[src/rtl/imm_gen_pipe.sv]
// Decode-stage immediate generator with a DEPTH-entry result FIFO toward execute.
// Define IMMGEN_ILLEGAL_EN to add the per-entry illegal flag output.

module imm_gen_dec #(
  parameter int XLEN = 32
) (
  input  logic [31:0]     ir,
  output logic [XLEN-1:0] imm,
  output logic [2:0]      typ,
  output logic            ill
);
  localparam logic [2:0] T_NONE = 3'd0, T_I = 3'd1, T_S = 3'd2, T_B = 3'd3,
                         T_U = 3'd4, T_J = 3'd5, T_Z = 3'd6, T_SH = 3'd7;

  logic [2:0] f3;
  assign f3 = ir[14:12];

  // Full 7-bit opcode match: words with ir[1:0] != 2'b11 fall through to default.
  always_comb begin
    imm = '0;
    typ = T_NONE;
    ill = 1'b0;
    case (ir[6:0])
      7'b0110111, 7'b0010111: begin
        typ = T_U;
        imm = XLEN'($signed({ir[31:12], 12'b0}));
      end
      7'b1101111: begin
        typ = T_J;
        imm = XLEN'($signed({{11{ir[31]}}, ir[31], ir[19:12], ir[20], ir[30:21], 1'b0}));
      end
      7'b1100011: begin
        typ = T_B;
        imm = XLEN'($signed({{19{ir[31]}}, ir[31], ir[7], ir[30:25], ir[11:8], 1'b0}));
      end
      7'b0100011: begin
        typ = T_S;
        imm = XLEN'($signed({{20{ir[31]}}, ir[31:25], ir[11:7]}));
      end
      7'b1100111, 7'b0000011: begin
        typ = T_I;
        imm = XLEN'($signed({{20{ir[31]}}, ir[31:20]}));
      end
      7'b0010011: begin
        if (f3 == 3'b001 || f3 == 3'b101) begin
          // shamt only; funct7 bits (e.g. SRAI bit 30) never reach the operand
          typ = T_SH;
          imm = (XLEN == 64) ? XLEN'(ir[25:20]) : XLEN'(ir[24:20]);
        end else begin
          typ = T_I;
          imm = XLEN'($signed({{20{ir[31]}}, ir[31:20]}));
        end
      end
      7'b1110011: begin
        if (f3[2]) begin
          typ = T_Z;
          imm = XLEN'(ir[19:15]);
        end
      end
      7'b0110011: ;
      default: ill = 1'b1;
    endcase
  end
endmodule

module imm_gen_pipe #(
  parameter int XLEN  = 32,
  parameter int DEPTH = 2,
  parameter int TAG_W = 8
) (
  input  logic             CLK,
  input  logic             RST,
  input  logic             flush,
  input  logic             in_valid,
  output logic             in_ready,
  input  logic [31:0]      ir,
  input  logic [TAG_W-1:0] in_tag,
  output logic             out_valid,
  input  logic             out_ready,
  output logic [XLEN-1:0]  immed,
  output logic [2:0]       imm_type,
  output logic [TAG_W-1:0] out_tag
`ifdef IMMGEN_ILLEGAL_EN
  ,
  output logic             illegal
`endif
);
  localparam int AW = (DEPTH > 1) ? $clog2(DEPTH) : 1;
  localparam logic [AW:0] FULL = (AW+1)'(DEPTH);

  typedef struct packed {
    logic [XLEN-1:0]  imm;
    logic [2:0]       typ;
    logic [TAG_W-1:0] tag;
    logic             ill;
  } entry_t;

  entry_t        mem [DEPTH];
  entry_t        wr_entry, head;
  logic [AW-1:0] wr_ptr, rd_ptr;
  logic [AW:0]   count;
  logic          push, pop;

  imm_gen_dec #(.XLEN(XLEN)) u_dec (
    .ir  (ir),
    .imm (wr_entry.imm),
    .typ (wr_entry.typ),
    .ill (wr_entry.ill)
  );
  assign wr_entry.tag = in_tag;

  assign in_ready  = (count < FULL);
  assign out_valid = (count != '0);
  assign push      = in_valid && in_ready && !flush;
  assign pop       = out_valid && out_ready && !flush;

  always_ff @(posedge CLK or posedge RST) begin
    if (RST) begin
      wr_ptr <= '0;
      rd_ptr <= '0;
      count  <= '0;
    end else if (flush) begin
      wr_ptr <= '0;
      rd_ptr <= '0;
      count  <= '0;
    end else begin
      if (push) wr_ptr <= wr_ptr + 1'b1;
      if (pop)  rd_ptr <= rd_ptr + 1'b1;
      case ({push, pop})
        2'b10:   count <= count + 1'b1;
        2'b01:   count <= count - 1'b1;
        default: count <= count;
      endcase
    end
  end

  // Storage needs no reset: the head is masked whenever the FIFO is empty.
  always_ff @(posedge CLK) begin
    if (push) mem[wr_ptr] <= wr_entry;
  end

  assign head     = out_valid ? mem[rd_ptr] : '0;
  assign immed    = head.imm;
  assign imm_type = head.typ;
  assign out_tag  = head.tag;

`ifdef IMMGEN_ILLEGAL_EN
  assign illegal = head.ill;
`else
  logic unused_ill;
  assign unused_ill = head.ill;
`endif
endmodule

[config.mk]
export PLATFORM = sky130hd
export DESIGN_NAME = imm_gen_pipe
export DESIGN_NICKNAME = d
export VERILOG_FILES = /design/src/rtl/imm_gen_pipe.sv
export SDC_FILE = /design/constraint.sdc
export NUM_CORES = 1
export LEC_CHECK = 0
export ABC_AREA = 1
export CELL_PAD_IN_SITES_DETAIL_PLACEMENT = 1
export CELL_PAD_IN_SITES_GLOBAL_PLACEMENT = 1
export CORE_ASPECT_RATIO = 1.25
export CORE_UTILIZATION = 42
export DETAILED_ROUTE_END_ITERATION = 8
export PLACE_DENSITY = 0.83
export SYNTH_ARGS = -nofsm -noshare
export SYNTH_HDL_FRONTEND = slang
export SYNTH_SLANG_ARGS = --single-unit
export TNS_END_PERCENT = 20
[constraint.sdc]
create_clock -name CLK -period 4.8 [get_ports CLK]
set_clock_uncertainty 0.05 [all_clocks]
set_input_delay 0.72 -clock CLK [delete_from_list [all_inputs] [get_ports CLK]]
set_output_delay 0.72 -clock CLK [all_outputs]
set_load 0.01 [all_outputs]
run_1/layer_met4.png
(3 px per um) Supply wires on this layer in grey.
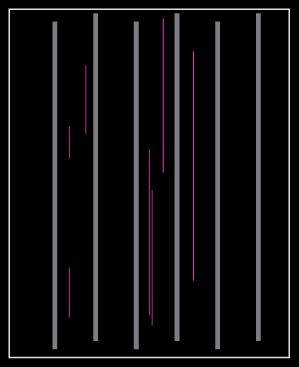
The longest straight run is 76.2 um. 6 nets have wire on it. The wires run mostly vertical. The layer holds 2.3% of the routed length. The layer carries 276 um of wire.
final wirelength: 12.2 mm
Vias: 3,651

run_1/cell_density.png
(3 px per um) The die is cut into 9 by 12 equal tiles; dark blue is low, red is high, 0 to 100% covered.
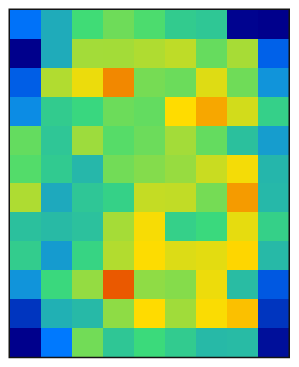
The fullest tile reaches 90%. 7.4% of the tiles are over 75% full. 3.7% of the tiles are nearly empty. The mean over all tiles is 51%.

run_1/congestion.png
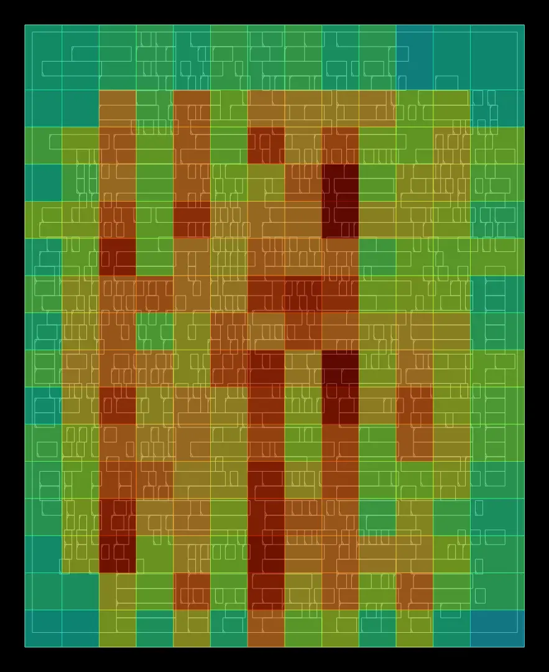
global routing usage on met1: 27.0%
met3 GRT Util: 3.28%
Global Route Usage Sum: 23.8%
WL/cell: 17.6 um
layer with the highest usage: met2

==> impl_metrics.toml, run 1 <==
# generated from flow reports
[detailed_routing]
vias_per_cell = 5.28
drt-met1-wl_mm = 4.93
met3WireLength_um = 391
first_iter_violations = 149

[synthesis]
edf_count = 86
synth_adder_area_share_pct = 0
yosys_area_sq_um = 4330
syn_avg_cell_area_sq_um = 9.14
synthDistinctLibCells = 24
top_area_share_pct = 59.6
aoi_share_pct = 6.96
synthArstFlopShare_pct = 4.44
logic_family = "simple AND/OR/NAND/NOR gates"
ys_sh_simple_pct = 24.9

[critical_path]
rr_endpoint = "count[0]"
reg2reg_depth = 6
startpoint = "count[1]"
cp_slowest_cell = "nor2_4"
crit_buf_inv = 1
arrival_ns = 2.40
max_stage_delay_ns = 0.89
r2r-start = "count[1]"
worstSetupEndpoint = "immed[9]"
cp-start-kind = "flip-flop"

[power_and_ir_drop]
pwr-share-comb_pct = 33.4
top_power_group = "sequential cells"
p_leak_nw = 2.29
power_density_nw_per_um2 = 440
clockPowerShare_pct = 27.3

[final_layout]
final_nets = 604
sh_seq_area_pct = 47.7
layout.cells.most_common = "nand2_1"
n_all_buffers = 94
combGateArea_sq_um = 1400
regMostFlops = "mem"
largestRegisters = "mem x86, count x2"
sh_comb_area_pct = 24.9
flops = 90
clock_area_share_pct = 5.05
flop_area_sq_um = 2680
largest_register_ffs = 86
drive_gt1_share_pct = 5.86
n_fill_cell = 1191
logic_gates = 320
final_cell_mix = "171 x nand2_1, 89 x clkdlybuf4s50_1, 86 x edfxtp_1"

[floorplan]
placementRows = 41
fp.dieW_um = 92.8
die-area_sq_um = 10700

[cts]
htreeDepth = 3
cts_buffers = 9
cts_resized = 0
postCtsSetupBuffers = 0
cts.clk_slew.worst_paths_ns = 0.06
cts_tree = "built"
cts_hold_buf = 0

[place]
dp_hpwl_mm = 8.73
port_buffers = 89
place.gp.congestion = 0.864
place_area_sq_um = 5340

[status]
outcome = "completed"

[timing]
fin_crit_sh_pct = 66.1
tightestPinTransition_ns = 1.13
grt_setup_unrepaired = "no"
hold_ws_ns = 0.516
period_minus_slack_ns = 3.17
slew_headroom_pct = 24.8
fin_tns_setup_ns = 0

[flow_run]
tool_warnings = 26
maxCapViolations = 0

[global_route]
antenna_found_initial = 0
--- run 2 (diff from run 1) ---
--- a/config.mk
+++ b/config.mk
@@ -9,9 +9,9 @@
 export CELL_PAD_IN_SITES_DETAIL_PLACEMENT = 1
 export CELL_PAD_IN_SITES_GLOBAL_PLACEMENT = 1
 export CORE_ASPECT_RATIO = 1.25
-export CORE_UTILIZATION = 42
+export CORE_UTILIZATION = 39
 export DETAILED_ROUTE_END_ITERATION = 8
-export PLACE_DENSITY = 0.83
+export PLACE_DENSITY = 0.78
 export SYNTH_ARGS = -nofsm -noshare
 export SYNTH_HDL_FRONTEND = slang
 export SYNTH_SLANG_ARGS = --single-unit
==> constraint.sdc (replaced) <==
create_clock -name CLK -period 3 [get_ports CLK]
set_clock_uncertainty 0.05 [all_clocks]
set_input_delay 0.45 -clock CLK [delete_from_list [all_inputs] [get_ports CLK]]
set_output_delay 0.45 -clock CLK [all_outputs]
set_load 0.01 [all_outputs]
run_2/io_fan.png
(2 px per um)
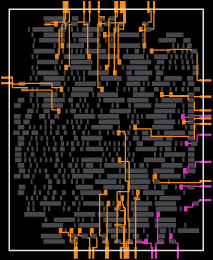
`immed`: in orange, bits 32, direction output, edge 13 top, 11 bottom, 6 right, 2 left, end cells 32, buffers 32, wire 860 um. `out_tag`: in magenta, bits 8, direction output, edge 5 right, 3 bottom, end cells 8, buffers 8, wire 85.4 um.
PortBufs: 89
Ports: 90

==> run 2 against run 1 <==
Clock-buffer cell count stayed put; core utilization decreased by 2.4 points; total power is 67% higher; largest cell class unchanged; design area up 2.0%; sequential power grew about 60%; non-clock buffer count is 5 higher; area after synthesis unchanged; register-to-register slack got worse by 1.4 ns; first-iteration DRC count did not move.
==> impl_metrics.toml, run 2 <==
# generated from flow reports
[final_layout]
largest_register_ffs = 86
clock_area_share_pct = 5.72
combGateArea_sq_um = 1400
final_cell_mix = "171 x nand2_1, 89 x clkdlybuf4s50_1, 86 x edfxtp_1"
sh_seq_area_pct = 46.8
n_all_buffers = 99
largestRegisters = "mem x86, count x2"
sh_comb_area_pct = 24.4
flop_area_sq_um = 2680
final_nets = 609
regMostFlops = "mem"
layout.cells.most_common = "nand2_1"
drive_gt1_share_pct = 6.85

[timing]
tightestPinTransition_ns = 0.572
fin_tns_setup_ns = 0
hold_ws_ns = 0.250
fin_crit_sh_pct = 88.4
grt_setup_unrepaired = "no"
period_minus_slack_ns = 2.65
slew_headroom_pct = 61.8

[flow_run]
maxCapViolations = 0
tool_warnings = 26

[detailed_routing]
ant_nets = 0
wl_mm = 12.0
drt-met1-wl_mm = 5.01
vias_per_cell = 5.20
routed-via-count = 3648
met3WireLength_um = 460

[synthesis]
logic_family = "simple AND/OR/NAND/NOR gates"
ys_cells = 474
synthArstFlopShare_pct = 4.44
numSynthFlops = 90
syn_avg_cell_area_sq_um = 9.14
yosysWarnings = 0
synthDistinctLibCells = 24
aoi_share_pct = 6.96
edf_count = 86
top_area_share_pct = 59.6
synth_adder_area_share_pct = 0

[critical_path]
rr_endpoint = "count[0]"
cp-start-kind = "flip-flop"
reg2reg_depth = 7
arrival_ns = 2.15
startpoint = "rd_ptr"
cp_slowest_cell = "clkdlybuf4s50_1"
reg2reg_setup_slack_ns = 1.23
crit_type = "reg2out"
crit_buf_inv = 2

[cts]
postCtsSetupBuffers = 0
cts_buffers = 9
cts_resized = 0
htreeDepth = 3
cts.clk_slew.worst_paths_ns = 0.06
cts_hold_buf = 0

[floorplan]
fp.dieW_um = 96.3
die-area_sq_um = 11500

[place]
dp_hpwl_mm = 8.29
place_area_sq_um = 5410

[power_and_ir_drop]
power_density_nw_per_um2 = 720
p_leak_nw = 2.33
seqPwrFrac_pct = 37.7
pwr-share-comb_pct = 32.7
clockPowerShare_pct = 29.6

[global_route]
grtUsageTotal_pct = 22.4
met3_usage_pct = 4.37
grt_busiest_layer = "met2"
use_met1_pct = 27.6
antenna_found_initial = 0

[status]
outcome = "completed"
run_2/cell_density.png
(3 px per um) The die is cut into 10 by 12 equal tiles; dark blue is low, red is high, 0 to 100% covered.
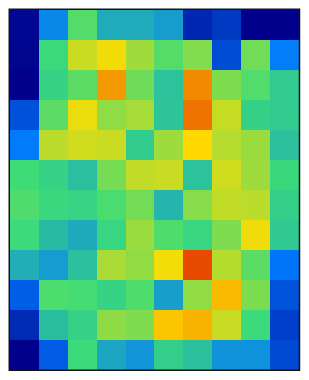
6.7% of the tiles are over 75% full. 5.0% of the tiles are nearly empty. The fullest tile reaches 92%. The mean over all tiles is 48%.

--- run 3 (diff from run 2) ---
--- a/config.mk
+++ b/config.mk
@@ -11,7 +11,7 @@
 export CORE_ASPECT_RATIO = 1.25
 export CORE_UTILIZATION = 39
 export DETAILED_ROUTE_END_ITERATION = 8
-export PLACE_DENSITY = 0.78
+export PLACE_DENSITY_LB_ADDON = 0.1
 export SYNTH_ARGS = -nofsm -noshare
 export SYNTH_HDL_FRONTEND = slang
 export SYNTH_SLANG_ARGS = --single-unit
run_3/cell_density.png
(3 px per um) The die is cut into 10 by 12 equal tiles; dark blue is low, red is high, 0 to 100% covered.
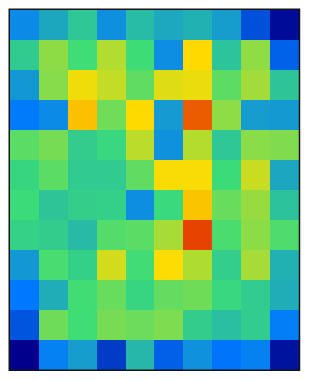
The fullest tile reaches 92%. The mean over all tiles is 48%. 0.80% of the tiles are nearly empty.

==> run 3 against run 2 <==
Combinational power increased by 3%; design area decreased by 0.57%; synthesized cell count unchanged; clock-buffer cell count increased by 4; hold slack got worse by 0.0037 ns; non-clock buffer count unchanged; total power decreased by 2.6%; highest routed layer unchanged.
==> impl_metrics.toml, run 3 <==
# generated from flow reports
[timing]
period_minus_slack_ns = 2.59
slew_headroom_pct = 60.4
fin_tns_setup_ns = 0
fin_crit_sh_pct = 86.2

[cts]
cts_resized = 0
cts.clk_slew.worst_paths_ns = 0.06
cts_hold_buf = 0
cts_tree = "built"
htreeDepth = 3
postCtsSetupBuffers = 0
cts_buffers = 9

[flow_run]
maxCapViolations = 0
tool_warnings = 26

[detailed_routing]
vias_per_cell = 5.18
met3WireLength_um = 457
wl_mm = 11.9
drt-met1-wl_mm = 4.98
routed-via-count = 3629
wl_per_cell_um = 17.0
first_iter_violations = 135

[synthesis]
logic_family = "simple AND/OR/NAND/NOR gates"
edf_count = 86
yosysWarnings = 0
synthArstFlopShare_pct = 4.44
synthDistinctLibCells = 24
ys_cells = 474

[power_and_ir_drop]
seqPwrFrac_pct = 38.5
top_power_group = "sequential cells"
clockPowerShare_pct = 27.0
power_density_nw_per_um2 = 706
p_leak_nw = 2.32

[critical_path]
startpoint = "rd_ptr"
worstSetupEndpoint = "immed[3]"
rr_endpoint = "count[0]"
cp-start-kind = "flip-flop"
max_stage_delay_ns = 0.58
r2r-start = "count[1]"
reg2reg_setup_slack_ns = 1.19
crit_type = "reg2out"

[place]
dp_hpwl_mm = 8.45
place_area_sq_um = 5420
place.gp.congestion = 0.872
port_buffers = 89

[final_layout]
clock_area_share_pct = 4.96
drive_gt1_share_pct = 6.15
regMostFlops = "mem"
flops = 90
layout.cells.most_common = "nand2_1"
combGateArea_sq_um = 1400
final_cell_mix = "171 x nand2_1, 89 x clkdlybuf4s50_1, 86 x edfxtp_1"
logic_gates = 320
sh_seq_area_pct = 47.1
n_all_buffers = 99
sh_comb_area_pct = 24.6

[floorplan]
fp.dieW_um = 96.3
placementRows = 42

[status]
outcome = "completed"

[global_route]
grt_busiest_layer = "met2"
met3_usage_pct = 3.55
grtUsageTotal_pct = 22.0
run_3/layer_met4.png
(3 px per um) Supply wires on this layer in grey.
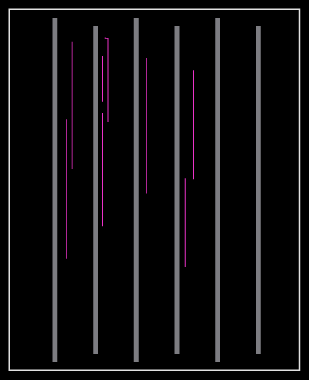
6 nets have wire on it. The longest straight run is 46.2 um. The layer carries 280 um of wire. The wires run mostly vertical. The layer holds 2.3% of the routed length.

No activity file was given, so power comes from the tool's default toggle rates.
